[config.mk]
export PLATFORM = sky130hd
export DESIGN_NAME = bpf_exec
export DESIGN_NICKNAME = d
export VERILOG_FILES = /design/src/rtl/bpf_pkg.sv /design/src/rtl/bpf_alu.sv /design/src/rtl/bpf_exec.sv
export SDC_FILE = /design/constraint.sdc
export NUM_CORES = 1
export LEC_CHECK = 0
export CAP_MARGIN = 10
export CELL_PAD_IN_SITES_DETAIL_PLACEMENT = 1
export CELL_PAD_IN_SITES_GLOBAL_PLACEMENT = 2
export CORE_UTILIZATION = 38
export CTS_CLUSTER_SIZE = 16
export DETAILED_ROUTE_END_ITERATION = 8
export PLACE_DENSITY = 0.93
export SLEW_MARGIN = 20
export SYNTH_ARGS = -nofsm -noshare
export SYNTH_HDL_FRONTEND = slang
export SYNTH_SLANG_ARGS = --single-unit
[constraint.sdc]
create_clock -name clk -period 16.6 [get_ports clk]
set_input_delay 3.32 -clock clk [delete_from_list [all_inputs] [get_ports clk]]
set_output_delay 3.32 -clock clk [all_outputs]
set_load 0.03 [all_outputs]
[src/rtl/bpf_pkg.sv]
// Shared definitions for the BPF execution core: instruction field layout,
// supported opcodes, ALU operation encoding and sequencer state encoding.
package bpf_pkg;

  // Instruction word: {code[63:48], jt[47:40], jf[39:32], k[31:0]}
  localparam int unsigned InsnW   = 64;
  localparam int unsigned CodeMsb = 63;
  localparam int unsigned CodeLsb = 48;
  localparam int unsigned JtMsb   = 47;
  localparam int unsigned JtLsb   = 40;
  localparam int unsigned JfMsb   = 39;
  localparam int unsigned JfLsb   = 32;
  localparam int unsigned KMsb    = 31;
  localparam int unsigned KLsb    = 0;

  // Loads and register moves
  localparam logic [15:0] OpLdImm  = 16'h0000;
  localparam logic [15:0] OpLdAbs  = 16'h0030;
  localparam logic [15:0] OpLdxImm = 16'h0001;
  localparam logic [15:0] OpTax    = 16'h0007;
  localparam logic [15:0] OpTxa    = 16'h0087;
  // ALU, K form / X form (bit 3 selects X as operand)
  localparam logic [15:0] OpAddK   = 16'h0004;
  localparam logic [15:0] OpAddX   = 16'h000c;
  localparam logic [15:0] OpSubK   = 16'h0014;
  localparam logic [15:0] OpSubX   = 16'h001c;
  localparam logic [15:0] OpOrK    = 16'h0044;
  localparam logic [15:0] OpOrX    = 16'h004c;
  localparam logic [15:0] OpAndK   = 16'h0054;
  localparam logic [15:0] OpAndX   = 16'h005c;
  localparam logic [15:0] OpLshK   = 16'h0064;
  localparam logic [15:0] OpLshX   = 16'h006c;
  localparam logic [15:0] OpRshK   = 16'h0074;
  localparam logic [15:0] OpRshX   = 16'h007c;
  // Jumps
  localparam logic [15:0] OpJa     = 16'h0005;
  localparam logic [15:0] OpJeq    = 16'h0015;
  localparam logic [15:0] OpJgt    = 16'h0025;
  localparam logic [15:0] OpJge    = 16'h0035;
  localparam logic [15:0] OpJset   = 16'h0045;
  // Returns
  localparam logic [15:0] OpRetK   = 16'h0006;
  localparam logic [15:0] OpRetA   = 16'h0016;

  // ALU operation select
  localparam logic [2:0] AluAdd = 3'd0;
  localparam logic [2:0] AluSub = 3'd1;
  localparam logic [2:0] AluOr  = 3'd2;
  localparam logic [2:0] AluAnd = 3'd3;
  localparam logic [2:0] AluLsh = 3'd4;
  localparam logic [2:0] AluRsh = 3'd5;

  // Sequencer states
  localparam logic [1:0] StIdle = 2'd0;
  localparam logic [1:0] StRun  = 2'd1;
  localparam logic [1:0] StHalt = 2'd2;

  // Map the operation nibble (code[7:4]) of an ALU instruction to an ALU op.
  function automatic logic [2:0] alu_op_of(logic [3:0] op_nib);
    logic [2:0] op;
    unique case (op_nib)
      4'h1:    op = AluSub;
      4'h4:    op = AluOr;
      4'h5:    op = AluAnd;
      4'h6:    op = AluLsh;
      4'h7:    op = AluRsh;
      default: op = AluAdd;
    endcase
    return op;
  endfunction

endpackage

[src/rtl/bpf_alu.sv]
// Combinational 32-bit ALU for the BPF core.
// Ports: op (ALU operation select), a (accumulator), b (K or X operand),
//        result (a op b, modulo 2^32).
module bpf_alu
  import bpf_pkg::*;
(
  input  logic [2:0]  op,
  input  logic [31:0] a,
  input  logic [31:0] b,
  output logic [31:0] result
);

  always_comb begin
    result = '0;
    case (op)
      AluAdd: result = a + b;
      AluSub: result = a - b;
      AluOr:  result = a | b;
      AluAnd: result = a & b;
      // Shift counts of 32 or more clear the accumulator.
      AluLsh: result = (b >= 32'd32) ? '0 : (a << b[4:0]);
      AluRsh: result = (b >= 32'd32) ? '0 : (a >> b[4:0]);
      default: result = '0;
    endcase
  end

endmodule

[src/rtl/bpf_exec.sv]
// BPF program execution core. Runs one instruction per four-phase round.
// Ports:
//   clk, rst            clock, synchronous active-high reset
//   step1..step4        one-hot phase strobes
//   start               begin a run at PC 0 (sampled on step1, ignored while running)
//   imem_addr/rdata     instruction memory, read data one clk after address
//   pkt_addr/rdata      packet byte memory, read data one clk after address
//   pkt_len             packet length in bytes
//   busy, done, ret_val, err   run status and result
module bpf_exec
  import bpf_pkg::*;
#(
  parameter int unsigned IMEM_AW = 8,
  parameter int unsigned PKT_AW  = 11
) (
  input  logic               clk,
  input  logic               rst,
  input  logic               step1,
  input  logic               step2,
  input  logic               step3,
  input  logic               step4,
  input  logic               start,
  output logic [IMEM_AW-1:0] imem_addr,
  input  logic [InsnW-1:0]   imem_rdata,
  output logic [PKT_AW-1:0]  pkt_addr,
  input  logic [7:0]         pkt_rdata,
  input  logic [PKT_AW:0]    pkt_len,
  output logic               busy,
  output logic               done,
  output logic [31:0]        ret_val,
  output logic               err
);

  // Next PC is formed wide enough that pc + 1 + k can never wrap.
  localparam int unsigned NpcW = IMEM_AW + 33;
  localparam logic [NpcW-1:0] PcLimit = {{(NpcW - IMEM_AW - 1){1'b0}}, 1'b1, {IMEM_AW{1'b0}}};

  logic [1:0]         state_q, state_d;
  logic [IMEM_AW-1:0] pc_q, pc_d;
  logic [31:0]        a_q, a_d, x_q, x_d;
  logic [InsnW-1:0]   ir_q, ir_d;
  logic [PKT_AW-1:0]  pkt_addr_q, pkt_addr_d;
  logic [31:0]        ret_q, ret_d;
  logic               err_q, err_d, done_q, done_d;
  logic [31:0]        alu_q, alu_d;
  logic [NpcW-1:0]    npc_q, npc_d;

  logic [15:0]     code;
  logic [7:0]      jt, jf;
  logic [31:0]     k, offset, alu_res;
  logic [NpcW-1:0] npc;
  logic [32:0]     len_ext;
  logic            k_oob, finish, fault;

  assign code    = ir_q[CodeMsb:CodeLsb];
  assign jt      = ir_q[JtMsb:JtLsb];
  assign jf      = ir_q[JfMsb:JfLsb];
  assign k       = ir_q[KMsb:KLsb];
  assign len_ext = 33'(pkt_len);
  assign k_oob   = {1'b0, k} >= len_ext;

  bpf_alu u_alu (
    .op     (alu_op_of(code[7:4])),
    .a      (a_q),
    .b      (code[3] ? x_q : k),
    .result (alu_res)
  );

  // Branch offset relative to PC+1; zero for straight-line instructions.
  always_comb begin
    offset = '0;
    case (code)
      OpJa:    offset = k;
      OpJeq:   offset = 32'((a_q == k) ? jt : jf);
      OpJgt:   offset = 32'((a_q > k) ? jt : jf);
      OpJge:   offset = 32'((a_q >= k) ? jt : jf);
      OpJset:  offset = 32'(((a_q & k) != '0) ? jt : jf);
      default: offset = '0;
    endcase
    npc = NpcW'(pc_q) + NpcW'(offset) + NpcW'(1);
  end

  always_comb begin
    state_d    = state_q;
    pc_d       = pc_q;
    a_d        = a_q;
    x_d        = x_q;
    ir_d       = ir_q;
    pkt_addr_d = pkt_addr_q;
    ret_d      = ret_q;
    err_d      = err_q;
    done_d     = 1'b0;
    alu_d      = alu_q;
    npc_d      = npc_q;
    finish     = 1'b0;
    fault      = 1'b0;
    case (state_q)
      StRun: begin
        if (step2) begin
          ir_d = imem_rdata;
          // Present the byte address early so the byte is back by step4.
          if (imem_rdata[CodeMsb:CodeLsb] == OpLdAbs) begin
            pkt_addr_d = imem_rdata[PKT_AW-1:0];
          end
        end
        if (step3) begin
          alu_d = alu_res;
          npc_d = npc;
        end
        if (step4) begin
          case (code)
            OpLdImm:  a_d = k;
            OpLdAbs: begin
              if (k_oob) begin
                ret_d  = '0;
                finish = 1'b1;
              end else begin
                a_d = {24'b0, pkt_rdata};
              end
            end
            OpLdxImm: x_d = k;
            OpTax:    x_d = a_q;
            OpTxa:    a_d = x_q;
            OpAddK, OpAddX, OpSubK, OpSubX, OpOrK, OpOrX,
            OpAndK, OpAndX, OpLshK, OpLshX, OpRshK, OpRshX: a_d = alu_q;
            OpJa, OpJeq, OpJgt, OpJge, OpJset: ;
            OpRetK: begin
              ret_d  = k;
              finish = 1'b1;
            end
            OpRetA: begin
              ret_d  = a_q;
              finish = 1'b1;
            end
            default: fault = 1'b1;
          endcase
          if (!finish && !fault && (npc_q >= PcLimit)) fault = 1'b1;
          if (fault) begin
            ret_d  = '0;
            err_d  = 1'b1;
            finish = 1'b1;
          end
          if (finish) begin
            state_d = StHalt;
            // PC parks at 0 so a restart fetches the first instruction on its step1.
            pc_d    = '0;
            done_d  = 1'b1;
          end else begin
            pc_d = npc_q[IMEM_AW-1:0];
          end
        end
      end
      default: begin
        if (step1 && start) begin
          state_d = StRun;
          pc_d    = '0;
          a_d     = '0;
          x_d     = '0;
          ret_d   = '0;
          err_d   = 1'b0;
        end
      end
    endcase
  end

  always_ff @(posedge clk) begin
    if (rst) begin
      state_q    <= StIdle;
      pc_q       <= '0;
      a_q        <= '0;
      x_q        <= '0;
      ir_q       <= '0;
      pkt_addr_q <= '0;
      ret_q      <= '0;
      err_q      <= 1'b0;
      done_q     <= 1'b0;
      alu_q      <= '0;
      npc_q      <= '0;
    end else begin
      state_q    <= state_d;
      pc_q       <= pc_d;
      a_q        <= a_d;
      x_q        <= x_d;
      ir_q       <= ir_d;
      pkt_addr_q <= pkt_addr_d;
      ret_q      <= ret_d;
      err_q      <= err_d;
      done_q     <= done_d;
      alu_q      <= alu_d;
      npc_q      <= npc_d;
    end
  end

  // imem_addr follows PC directly so the fetch is already addressed during step1.
  assign imem_addr = pc_q;
  assign pkt_addr  = pkt_addr_q;
  assign busy      = (state_q == StRun);
  assign done      = done_q;
  assign ret_val   = ret_q;
  assign err       = err_q;

endmodule

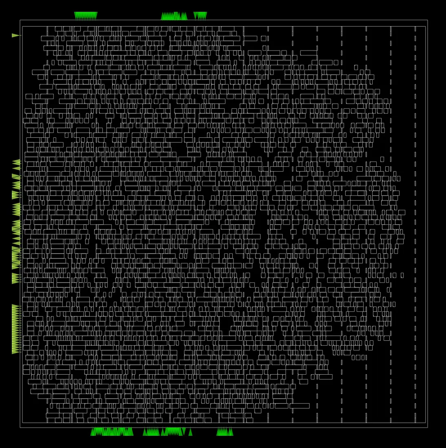
Figure 1: placement view.
final non-filler cell total: 3316
final design utilization: 0.447
FF+latch count: 248

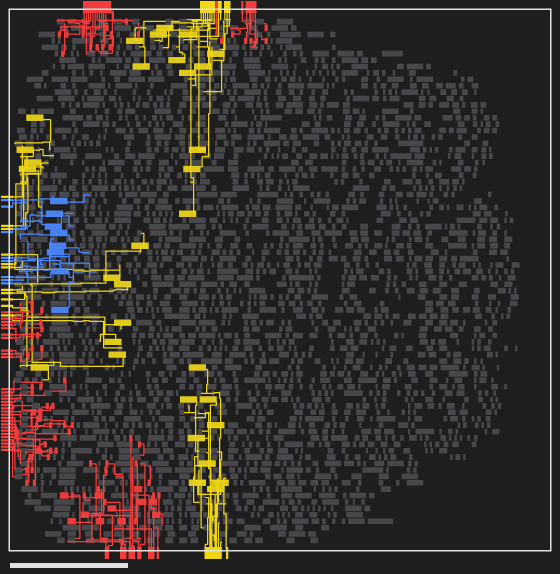
Figure 2: I/O nets highlighted.
Bar = 50 um.
- `imem_rdata`: red (direction input; edge 30 left, 20 top, 14 bottom; end cells 80; wire 1630 um)
- `imem_addr`: blue (direction output; edge left; end cells 8; wire 407 um)
- `ret_val`: yellow (direction output; edge 12 top, 11 left, 9 bottom; end cells 32; wire 1900 um)

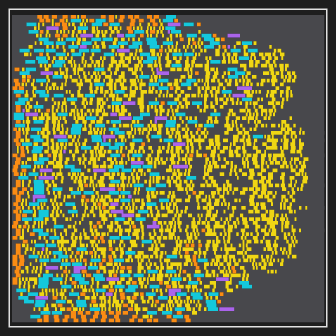
Figure 3: cell classes on the final placement.
Fill, decap, tap and diode cells in gray.
- other buffers and delay cells: orange (cells 213; share of their area 9.0%)
- flip-flops: cyan (cells 248; share of their area 23%)
- all other logic: yellow (cells 2132; share of their area 64%)
- clock drivers and dummy loads: purple (cells 51; share of their area 4.6%)

==> flow_metrics.env <==
# yosys + openroad results
export IMPL_coreArea_sq_um=50600
export IMPL_synth_most_common_cell="nand2_1"
export IMPL_clockRootBuffer="clkbuf_16"
export IMPL_ff_type="dfxtp_1"
export IMPL_async_flop_share=0
export IMPL_grt_overflow=0
export IMPL_crit_path_max_fanout=48
export IMPL_first_iter_violations=1957
export IMPL_setup_viol=0
export IMPL_die_area_sq_um=52600
export IMPL_drc=0
export IMPL_drt_wirelength_per_cell_um=26.1
export IMPL_area_growth_pct=15.1
export IMPL_cts_tree="built"
export IMPL_crit_chain="buf_4 -> inv_2 -> nor3_1 -> o21ai_0 -> or2_2 -> nor3_1 -> nand2b_1 -> o21ai_0 -> o21ai_0 -> xor2_1 -> ha_1 -> a21o_1 -> nor2_1 -> or4b_2 -> a311oi_1 -> o21ai_0 -> a221oi_1 -> xnor2_1 -> o32ai_1"
export IMPL_cts_buffers=28
export IMPL_floorplan_io_pins=145
export IMPL_design_final_nets=2835
export IMPL_num_fill_cells=6153
export IMPL_p_sw_frac=0.326
export IMPL_start_kind="register"
export IMPL_power_density_nw_per_um2=76.7
export IMPL_numClockSinks=248
export IMPL_tightest_slew_ns=1.18
export IMPL_maxCapViolations=0
export IMPL_crit_type="reg -> reg"
export IMPL_routed_wl_met3_um=6070
export IMPL_status="complete, no violations"
export IMPL_die_height_um=229
export IMPL_syn_num_nets=2837
export IMPL_end_kind="register"
export IMPL_cts_setup_buffers=0
export IMPL_drive_above_1_share=0.0700
export IMPL_crit_top_cell="o21ai_0"
export IMPL_comb_power_share=0.242
export IMPL_grt_use_total=0.320
export IMPL_topCellsByArea="dfxtp_1 (25%), mux2i_1 (10%), nand2_1 (8.1%)"
export IMPL_grt_pass1_vias=21417
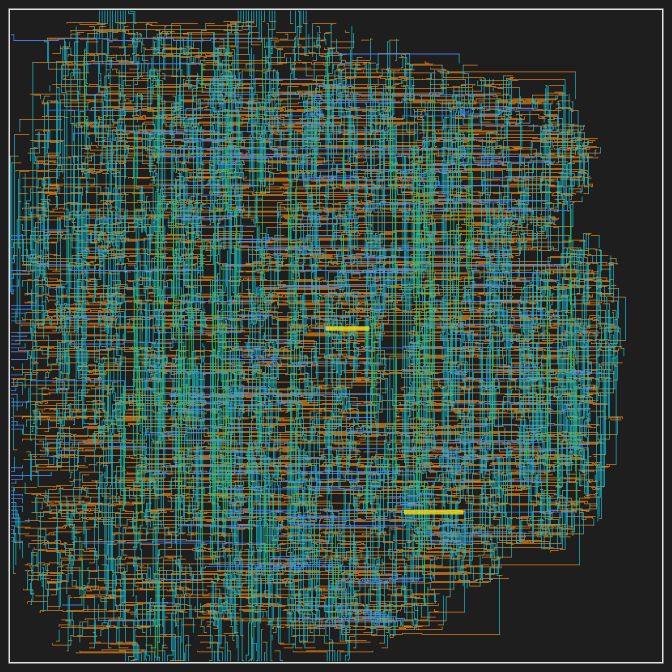
Figure 4: routed metal, one color a layer.
- met2: cyan (wire length 39.6 mm)
- met1: orange (wire length 36.6 mm)
- met5: yellow (wire length 33.1 um)
- met4: green (wire length 4170 um)
- met3: blue (wire length 6070 um)

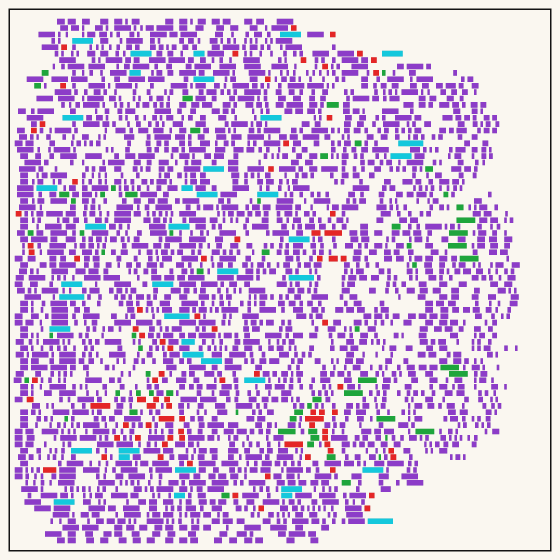
Figure 5: drive-strength map.
- drive 1 or less: purple (cells 2459; share 93%; most used nand2_1)
- drive 2: green (cells 62; share 2.3%; most used or2_2)
- drive 6 and up: cyan (cells 40; share 1.5%; most used clkbuf_16)
- drive 3 to 4: red (cells 83; share 3.1%; most used buf_4)

## state kept, by name, indices dropped and copies added (netlist names)
name / cells
x_q: 32
err: 1
state_q: 2
imem_addr: 8
a_q: 32
ret_val: 32
done: 1
npc_q: 33
ir_q: 64
alu_q: 32
pkt_addr: 11
## how the worst min path moves through the flow
stage | startpoint | end | slack [ns]
2_1_floorplan | npc_q[12] | npc_q[12] | 0.43
3_3_place_gp | npc_q[32] | npc_q[32] | 0.44
3_5_place_dp | npc_q[5] | npc_q[5] | 0.44
4_1_cts | npc_q[5] | npc_q[5] | 0.45
5_1_grt | npc_q[5] | imem_addr[5] | 0.48
6_report | npc_q[5] | npc_q[5] | 0.45
## cell usage in the layout, fill, tap and decap left out, types with 11 or more instances in the layout
cell / instances
inv_1: 59
o22ai_1: 11
a31oi_1: 23
a21o_1: 30
or3_1: 13
nor4_1: 29
nand4_1: 55
clkbuf_16: 28
a21oi_1: 262
xor2_1: 36
buf_4: 70
nor3_1: 40
a211oi_1: 43
o211ai_1: 45
nor2b_1: 14
xnor2_1: 48
a22o_1: 11
a221o_1: 11
and3_1: 19
o21ai_0: 170
dfxtp_1: 247
mux2i_1: 201
a22oi_1: 56
clkdlybuf4s50_1: 143
nand2_1: 421
or2_2: 11
o31ai_1: 12
a221oi_1: 21
nor2_1: 125
nand3_1: 71
ha_1: 119
nand2b_1: 18
## metrics by stage
stage / cell area [sq um] / total power, uW / util / instances / hold WS (ns)
floorplan: 19600 / 902 / - / 2625 / 0.425
global placement: 21600 / 1040 / 0.426 / 3265 / 0.438
detailed placement: 21600 / 1050 / 0.426 / 3265 / 0.444
CTS: 22600 / 1730 / 0.446 / 3316 / 0.452
global route: 22600 / 1790 / 0.447 / 3316 / 0.479
finish: 22600 / 1730 / 0.447 / 3316 / 0.452
Power and IR drop assume default switching activity.
